m3.png
Bar = 50 µm.
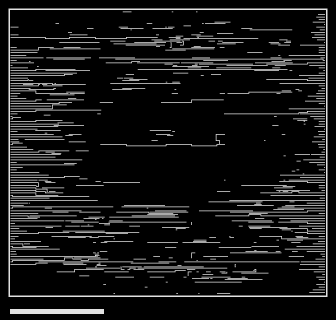
m2.png
Bar = 50 µm. Cells faint in the background.
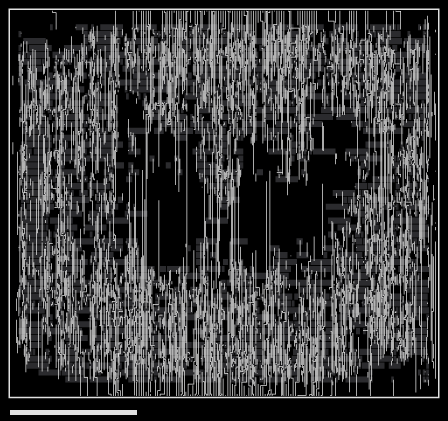
m1.png
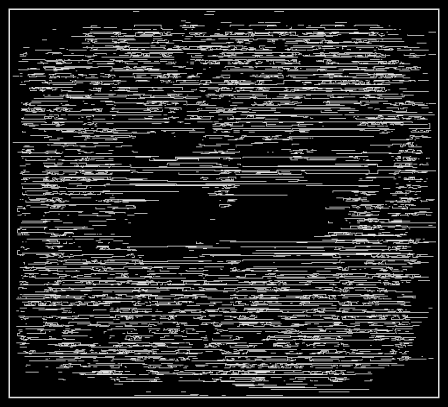
m4.png
Cells faint in the background.
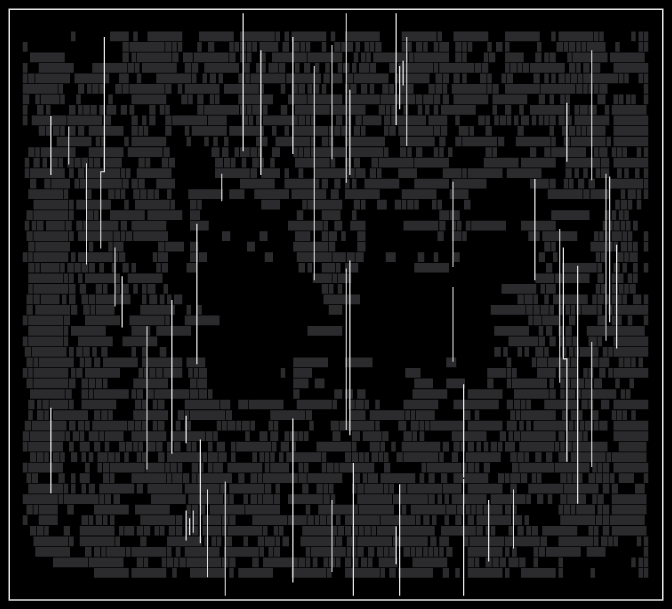
congestion_map.png
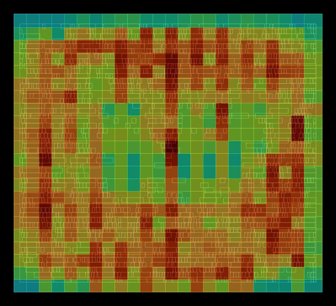
Design apb_reg_slave_1, sky130hd; sources not shown.
==> reports/qor.csv <==
metric,value,unit
initial antenna violation count,0,
Yosys Chip Area,13600,µm²
sequential-to-total area share from yosys stat,55.7,%
Ports,366,
"commonest cells after routing, fill and taps aside","431 x nand2_1, 335 x o21ai_0, 302 x dfrtp_1",
startpoint types,flip-flop,
post-synthesis simple-gate area fraction,19.8,%
Max clock buf depth,3,
Levels on crit path,4,
P_leak,6.73,nW
slowest cell delay on critical path,0.61,ns
max reg flops,224,
clock tree from TritonCTS,done,
required time worst endpoint,8.19,ns
layout cells sized above 1,8.57,%
Remaining DRCs,0,
RSZ-0062 raised after global routing,false,
setup slack after layout,6.18,ns
Synth warnings,32,
Final Non-Filler Cells,1908,
worst hold stages,2,
HP Class,reg2reg,
worst clock skew,0.0357,ns
final hold vios,0,
yosys cell count,1599,
Fin Setup TNS,0,ns
gpl congestion,0.902,
PortBufs,0,
status,"complete, no violations",
total gr overflow,0,
worst path buffer plus inverter count,1,
DIE AREA,25700,µm²
Multiplexer share,0,%
final slew viol count,0,
Synth Register Bits,302,
Die W,169,µm
post-cts resize count,0,
Place WS,5.88,ns
Post-DP HPWL,29.0,mm
Top delay family on crit path,simple AND/OR/NAND/NOR gates,
internal reg-to-reg setup slack,7.28,ns
worst-margin pin slew,0.850,ns
AO/OA Area Share,17.9,%
Crit Path Category,reg2out,
Pwr Density,189,nW/µm²
Tot Pwr,2.77,mW
Crit Path Max Fanout,5,
-- m3.png (at the start) --
main direction	horizontal
share of all routed wire	14%
wire length on this layer	5950 µm
nets with wire on the layer	341
longest straight run	111 µm
Via Count: 11900
final WL: 43.5 mm
met3 Use GR: 12.1%

-- m2.png (at the start) --
share of all routed wire	45%
main direction	vertical
longest straight run	69.9 µm
wire length on this layer	19700 µm
nets with wire on the layer	1299
grt met2 use: 50.2%

-- m1.png (at the start) --
wire length on this layer	16400 µm
main direction	horizontal
nets with wire on the layer	1515
share of all routed wire	38%
M1 GR Usage: 43.4%

-- m4.png (at the start) --
nets with wire on the layer	42
longest straight run	61.2 µm
wire length on this layer	1410 µm
share of all routed wire	3.2%
main direction	vertical

-- congestion_map.png (at the start) --
GRT Total Usage: 32.7%
drt wl/cell: 22.8 µm

==> report_power, final <==
part	total [mW]	switching, mW	leakage [nW]	internal (mW)
Clock	1.07	0.510	0.537	0.564
Combinational	0.313	0.248	2.05	0.0658
Sequential	1.38	0.0517	4.15	1.33
Total	2.77	0.809	6.73	1.96
==> worst reg2reg max path, cell delays in order, from the launching register on <==
cell     delay (ns)
dfrtp_1        0.44
nor3_4         0.19
buf_4          0.38
inv_2          0.24
or2_2          0.61
nor2_1         0.23
nand4_1        0.11
nand2_1        0.09
==> Yosys cell counts (all sizes together) <==
master  instances  area (µm²)
clkbuf         42         158
nor2          131         532
nor3           11        77.6
o21ai         358        1790
o31ai           1        7.51
o22ai           2        12.5
o211ai         40         300
nand2         458        1790
a21oi          62         310
or2             1        6.26
dfrtp         302        7560
nand3b          1        7.51
inv            66         248
buf            78         467
nand4          37         246
nand3           7        35.0
ha              1        12.5
conb            1        3.75
==> metal layers <==
metal	track usage, %	routed length [µm]
met1	43.4	16400
met2	50.2	19700
met3	12.1	5950
met4	10.8	1410
met5	0	0
==> logic make-up after synthesis <==
family | count (synthesis)
simple gates | 646
other cells | 1
fa+ha+maj | 1
compound gates | 463
flops | 302
buf+inv | 186
==> area by class of cell <==
type	count	area, µm²	share of cell area (%)
clock buffers	60	826	5.64
clock inverters	27	131	0.898
inverters	66	251	1.72
multi-input cells	1142	5300	36.2
flip-flops and latches	302	7560	51.7
well taps	297	372	2.54
repair buffers	14	194	1.33
Power figures rest on the tool's default switching activity, not on a simulated workload.
